### config.mk
export PLATFORM = sky130hd
export DESIGN_NAME = pc_gen_flat
export DESIGN_NICKNAME = d
export VERILOG_FILES = /design/src/rtl/pc_gen_if.sv /design/src/rtl/pc_gen.sv /design/src/flat_wrapper.sv
export SDC_FILE = /design/constraint.sdc
export NUM_CORES = 1
export LEC_CHECK = 0
export CORE_ASPECT_RATIO = 0.7
export CORE_MARGIN = 4
export CORE_UTILIZATION = 45
export CTS_CLUSTER_DIAMETER = 30
export DETAILED_ROUTE_END_ITERATION = 12
export PLACE_DENSITY = 0.74
export SETUP_SLACK_MARGIN = 0.05
export SYNTH_ARGS = -nofsm -noshare
export SYNTH_HDL_FRONTEND = slang
export SYNTH_SLANG_ARGS = --single-unit
### constraint.sdc
create_clock -name clk -period 9.1 [get_ports clk]
set_input_delay 2.73 -clock clk [delete_from_list [all_inputs] [get_ports clk]]
set_output_delay 2.73 -clock clk [all_outputs]
set_load 0.005 [all_outputs]
### src/rtl/pc_gen_if.sv
`default_nettype none
// ============================================================================
// Module   : pc_gen_if
// Purpose  : Fetch-control and PC-status bundle between the IF stage and pc_gen.
// Revision : 1.0  initial release
// ============================================================================
interface pc_gen_if;
  logic        we;
  logic        trap_valid;
  logic [31:0] trap_vector;
  logic        redirect_valid;
  logic [31:0] redirect_addr;
  logic        call;
  logic        ret;
  logic [31:0] instr_addr;
  logic [31:0] prev_addr;
  logic        halt;
  logic [1:0]  halt_cause;
  logic        ras_empty;
  logic        ras_full;

  // Master is the pipeline control driving the requests.
  modport master (
    output we, trap_valid, trap_vector, redirect_valid, redirect_addr, call, ret,
    input  instr_addr, prev_addr, halt, halt_cause, ras_empty, ras_full
  );

  modport slave (
    input  we, trap_valid, trap_vector, redirect_valid, redirect_addr, call, ret,
    output instr_addr, prev_addr, halt, halt_cause, ras_empty, ras_full
  );
endinterface
`default_nettype wire

### src/rtl/pc_gen.sv
`default_nettype none
// ============================================================================
// Module   : pc_gen
// Purpose  : Program counter with trap/redirect priority, bounds and alignment
//            checking, halt state and a circular return-address stack.
// Revision : 1.0  initial release
// ============================================================================
module pc_gen #(
  parameter logic [31:0] RESET_ADDR = 32'h0100_0000,
  parameter logic [31:0] IMEM_BASE  = 32'h0100_0000,
  parameter logic [31:0] IMEM_LAST  = 32'h0100_0FFC,
  parameter int          RAS_DEPTH  = 4
) (
  input  logic    clk,
  input  logic    rst,
  pc_gen_if.slave bus
);

  localparam int PTR_W = (RAS_DEPTH > 1) ? $clog2(RAS_DEPTH) : 1;
  localparam int CNT_W = PTR_W + 1;
  localparam logic [CNT_W-1:0] CNT_FULL = CNT_W'(RAS_DEPTH);
  localparam logic [PTR_W-1:0] PTR_ONE  = PTR_W'(1);
  localparam logic [CNT_W-1:0] CNT_ONE  = CNT_W'(1);

  typedef enum logic [0:0] {
    ST_RUN  = 1'b0,
    ST_HALT = 1'b1
  } state_t;

  state_t             r_state;
  logic [31:0]        r_pc;
  logic [31:0]        r_prev;
  logic               r_halt;
  logic [1:0]         r_cause;
  logic [PTR_W-1:0]   r_ptr;
  logic [CNT_W-1:0]   r_count;
  logic [31:0]        r_stack [RAS_DEPTH];

  logic [31:0] w_seq;
  logic [31:0] w_top;
  logic [31:0] w_cand;
  logic        w_ras_hit;
  logic        w_misaligned;
  logic        w_oob;
  logic        w_legal;
  logic        w_advance;
  logic        w_push;
  logic        w_replace;
  logic        w_pop;

  always_comb begin
    w_seq     = r_pc + 32'd4;
    w_top     = r_stack[r_ptr];
    w_ras_hit = bus.ret && (r_count != '0);

    if (bus.trap_valid)
      w_cand = bus.trap_vector;
    else if (bus.redirect_valid)
      w_cand = bus.redirect_addr;
    else if (w_ras_hit)
      w_cand = w_top;
    else
      w_cand = w_seq;

    w_misaligned = (w_cand[1:0] != 2'b00);
    w_oob        = (w_cand < IMEM_BASE) || (w_cand > IMEM_LAST);
    w_legal      = !w_misaligned && !w_oob;

    // The stack follows the instruction that actually retires into IF, so it
    // pops on ret even when a trap or redirect overrides the prediction.
    w_advance = (r_state == ST_RUN) && bus.we && w_legal;
    w_push    = w_advance && bus.call && !w_ras_hit;
    w_replace = w_advance && bus.call &&  w_ras_hit;
    w_pop     = w_advance && !bus.call && w_ras_hit;
  end

  always_ff @(posedge clk) begin
    if (rst) begin
      r_state <= ST_RUN;
      r_pc    <= RESET_ADDR;
      r_prev  <= RESET_ADDR;
      r_halt  <= 1'b0;
      r_cause <= 2'b00;
      r_ptr   <= '0;
      r_count <= '0;
    end else begin
      case (r_state)
        ST_RUN: begin
          if (bus.we) begin
            if (w_legal) begin
              r_prev <= r_pc;
              r_pc   <= w_cand;
            end else begin
              r_state <= ST_HALT;
              r_halt  <= 1'b1;
              r_cause <= w_misaligned ? 2'b10 : 2'b01;
            end
          end
        end
        ST_HALT: begin
          // trap_valid has top priority, so w_cand is trap_vector here.
          if (bus.trap_valid && w_legal) begin
            r_prev  <= r_pc;
            r_pc    <= w_cand;
            r_state <= ST_RUN;
            r_halt  <= 1'b0;
            r_cause <= 2'b00;
          end
        end
        default: begin
          r_state <= ST_HALT;
          r_halt  <= 1'b1;
        end
      endcase

      // Overflowing push wraps the pointer onto the oldest entry.
      if (w_push) begin
        r_ptr <= r_ptr + PTR_ONE;
        if (r_count != CNT_FULL)
          r_count <= r_count + CNT_ONE;
      end else if (w_pop) begin
        r_ptr   <= r_ptr - PTR_ONE;
        r_count <= r_count - CNT_ONE;
      end
    end
  end

  always_ff @(posedge clk) begin
    if (w_push)
      r_stack[r_ptr + PTR_ONE] <= w_seq;
    else if (w_replace)
      r_stack[r_ptr] <= w_seq;
  end

  assign bus.instr_addr = r_pc;
  assign bus.prev_addr  = r_prev;
  assign bus.halt       = r_halt;
  assign bus.halt_cause = r_cause;
  assign bus.ras_empty  = (r_count == '0);
  assign bus.ras_full   = (r_count == CNT_FULL);

endmodule
`default_nettype wire

### src/flat_wrapper.sv
// flat-port wrapper written by rule: the top's interface ports become plain ports
module pc_gen_flat 
#(
  parameter logic [31:0] RESET_ADDR = 32'h0100_0000,
  parameter logic [31:0] IMEM_BASE  = 32'h0100_0000,
  parameter logic [31:0] IMEM_LAST  = 32'h0100_0FFC,
  parameter int          RAS_DEPTH  = 4
)
  (clk, rst, bus_we, bus_trap_valid, bus_trap_vector, bus_redirect_valid, bus_redirect_addr, bus_call, bus_ret, bus_instr_addr, bus_prev_addr, bus_halt, bus_halt_cause, bus_ras_empty, bus_ras_full);
  pc_gen_if bus_i ();
  input  logic clk;
  input  logic rst;
  input wire logic [$bits(bus_i.we)-1:0] bus_we;
  input wire logic [$bits(bus_i.trap_valid)-1:0] bus_trap_valid;
  input wire logic [$bits(bus_i.trap_vector)-1:0] bus_trap_vector;
  input wire logic [$bits(bus_i.redirect_valid)-1:0] bus_redirect_valid;
  input wire logic [$bits(bus_i.redirect_addr)-1:0] bus_redirect_addr;
  input wire logic [$bits(bus_i.call)-1:0] bus_call;
  input wire logic [$bits(bus_i.ret)-1:0] bus_ret;
  output wire logic [$bits(bus_i.instr_addr)-1:0] bus_instr_addr;
  output wire logic [$bits(bus_i.prev_addr)-1:0] bus_prev_addr;
  output wire logic [$bits(bus_i.halt)-1:0] bus_halt;
  output wire logic [$bits(bus_i.halt_cause)-1:0] bus_halt_cause;
  output wire logic [$bits(bus_i.ras_empty)-1:0] bus_ras_empty;
  output wire logic [$bits(bus_i.ras_full)-1:0] bus_ras_full;
  assign bus_i.we = bus_we;
  assign bus_i.trap_valid = bus_trap_valid;
  assign bus_i.trap_vector = bus_trap_vector;
  assign bus_i.redirect_valid = bus_redirect_valid;
  assign bus_i.redirect_addr = bus_redirect_addr;
  assign bus_i.call = bus_call;
  assign bus_i.ret = bus_ret;
  assign bus_instr_addr = bus_i.instr_addr;
  assign bus_prev_addr = bus_i.prev_addr;
  assign bus_halt = bus_i.halt;
  assign bus_halt_cause = bus_i.halt_cause;
  assign bus_ras_empty = bus_i.ras_empty;
  assign bus_ras_full = bus_i.ras_full;
  pc_gen #(.RESET_ADDR(RESET_ADDR), .IMEM_BASE(IMEM_BASE), .IMEM_LAST(IMEM_LAST), .RAS_DEPTH(RAS_DEPTH)) u_core (.clk(clk), .rst(rst), .bus(bus_i));
endmodule
Run 1, met4 routing:
The bar under the picture is 50 µm long. Supply wires on this layer in gray.
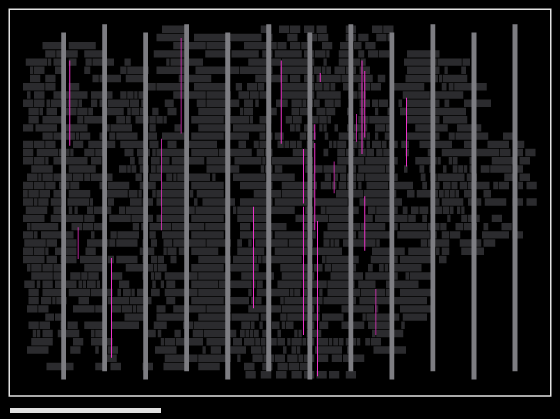
wire length on this layer	466 µm
nets with wire on the layer	15
main direction	vertical
share of all routed wire	1.8%
final WL: 25500 µm
routed vias: 6897

Run 1, placed cells, one color a class:
The bar under the picture is 50 µm long. Fill, decap, tap and diode cells in gray.
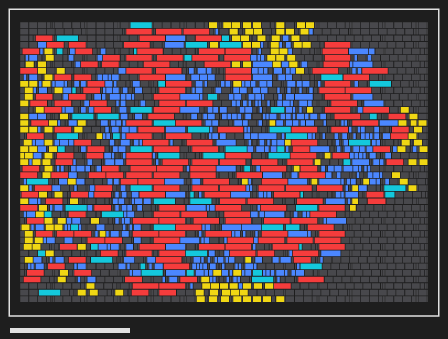
color	class	cells	share of their area
red	sequential cells	203	46%
cyan	clock drivers and dummy loads	62	9.7%
blue	combinational and other logic	491	31%
yellow	remaining buffers and delay cells	155	13%
std cell rows: 43
Seq area share: 44.8%

Run 1, routing congestion map:
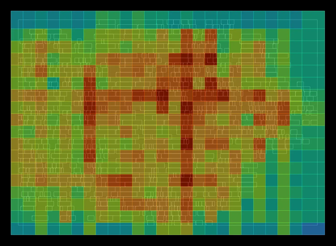
GR met1 Demand/Resource: 33.8%
most used routing layer: met1
per-cell routed wire length: 21.6 µm
all-layer global routing usage: 22.5%

Run 1, cell density map:
18 x 13 tiles, from white (low) to dark blue (high), 0 to 100% covered.
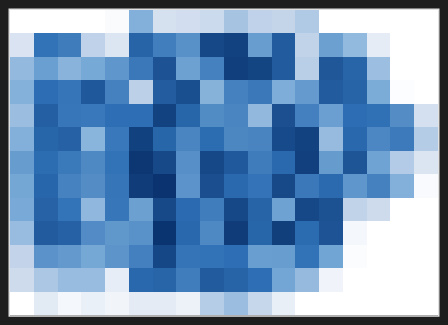
mean over tiles	51%
nearly empty tiles	14%
fullest tile	99%
densest ninth of the die	center
emptiest ninth of the die	lower right
tiles over 75% full	29%
core area: 19900 µm²
core occupancy in the finished layout: 60.0%
starting utilization of the core area: 46.0%

==> Slide: Implementation Results, run 1 <==
Physical Implementation Snapshot

Power
  – Fraction of power spent switching nets: roughly 23%
  – Sequential Power: 970 µW
  – Worst IR Drop VDD: 0.150 mV

Clocking
  – Number of clock sinks seen by CTS: 203
  – Total of cells resized after clock tree synthesis: 0
  – Root Buffer: clkbuf_16
  – Clock Tree Buf Depth: 3

Synth
  – Yosys cell types: ~70
  – Synth logic family: simple AND/OR/NAND/NOR gates
  – Post-Synthesis Cell Area: 9160 µm²
  – Top cell types by occurrence after synthesis: edfxtp_1 (128), nor2_1 (79), dfxtp_1 (75)
  – Area of the synthesized netlist per yosys stat: between 9000 and 10000 µm²

Worst setup path
  – Critical register-to-register path startpoint: u_core.bus.instr_addr[3]
  – Worst EP required: between 9 and 10 ns
  – Category of the most critical setup path: in -> reg
  – Endpoint of the lowest-slack register-to-register path: u_core.r_count[2]

STA
  – Part of the cycle the worst path needs: 79.0%
  – Slew @ Worst Pin: 1.02 ns
  – Post-Route Setup TNS: 0 ns
  – Final number of hold-violating endpoints: 0

GRT
  – Met3 track demand over resource in global routing: 7.60%

Finish
  – Layout cell share with drive strength beyond 1: between 10% and 20%

Drt
  – Uppermost routed layer: met4

Status
  – Result of the run: finished clean

Job
  – Maximum capacitance violations: 0

Worst hold path
  – Cell depth of the worst min-delay path: 2
-- run 1: final cells by class --
type,count,share of cell area (%)
well taps,270,2.83
repair buffers,155,12.6
clock buffers,37,7.58
multi-input cells,481,30.1
inverters,10,0.314
clock inverters,25,1.83
flip-flops and latches,203,44.8
-- run 1: how the worst max path moves through the flow --
stage	startpoint	endpoint	slack (ns)	cells after the start
5_1_grt	bus_trap_valid	u_core.r_count[2]	1.54	16
2_1_floorplan	bus_redirect_valid	u_core.r_stack[1][0]	0.20	11
3_5_place_dp	bus_trap_valid	u_core.r_count[2]	1.47	16
4_1_cts	bus_trap_valid	u_core.r_count[2]	2.00	16
3_3_place_gp	bus_trap_valid	u_core.r_count[2]	1.53	16
6_report	bus_redirect_valid	u_core.r_count[2]	1.92	17
--- run 2 (diff from run 1) ---
PLACE_DENSITY = 0.71   (was 0.74)
clock period = 6.8 ns   (was 9.1 ns; I/O delays follow)
==> Slide: Implementation Results, run 2 <==
Physical Implementation Snapshot

Status
  – Result of the run: finished clean

Clocking
  – Total of cells resized after clock tree synthesis: 0
  – Root Buffer: clkbuf_16
  – Clock Tree Buf Depth: 3
  – Number of clock sinks seen by CTS: between 200 and 250

Finish
  – Seq area share: roughly 45%
  – Flip-flops: 203
  – Layout cell share with drive strength beyond 1: 13.3%
  – Clock buffer instance count of the final layout: 39
  – Fraction of cell area in non-clock buffers: 13.5%
  – Clock buffers and inverters, area share: 8.14%

Drt
  – Routed vias: about 6.8k
  – Uppermost routed layer: met4
  – Per-cell routed wire length: between 20 and 25 µm
  – Final WL: 25700 µm

Synth
  – Synth logic family: simple AND/OR/NAND/NOR gates
  – Post-Synthesis Cell Area: 9160 µm²
  – Yosys cell types: 68
  – Area of the synthesized netlist per yosys stat: ~9200 µm²
  – Top cell types by occurrence after synthesis: edfxtp_1 (128), nor2_1 (79), dfxtp_1 (75)

STA
  – Part of the cycle the worst path needs: 87.9%
  – Post-Route Setup TNS: 0 ns

Worst setup path
  – Worst EP required: 7.27 ns
  – Critical register-to-register path startpoint: u_core.bus.instr_addr[3]
  – Worst setup path end: u_core.r_count[2]
  – Endpoint of the lowest-slack register-to-register path: u_core.r_count[2]

Die
  – Well Taps: approximately 270

GRT
  – Most used routing layer: met1
run 2: how the worst min path moves through the flow:
stage | startpoint | end | depth (start not counted)
after CTS | u_core.bus.prev_addr[24] | u_core.bus.prev_addr[24] | 2
after global placement | u_core.bus.prev_addr[24] | u_core.bus.prev_addr[24] | 2
after global routing | u_core.bus.halt | u_core.bus.halt | 2
after floorplan | u_core.bus.prev_addr[24] | u_core.bus.prev_addr[24] | 2
after detailed placement | u_core.bus.prev_addr[24] | u_core.bus.prev_addr[24] | 2
final | u_core.bus.halt | u_core.bus.halt | 2
run 2: power breakdown:
group	internal (µW)	switching (µW)
Sequential	1300	1.39
Combinational	58.6	51.8
Clock	878	576
Run 2, cell density map:
18 x 13 tiles, from white (low) to dark blue (high), 0 to 100% covered.
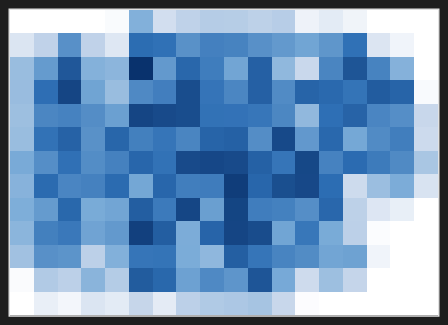
mean over tiles	51%
nearly empty tiles	11%
densest ninth of the die	center
fullest tile	99%
tiles over 75% full	22%
emptiest ninth of the die	lower right
core occupancy in the finished layout: 59.7%

Power and IR drop assume default switching activity.
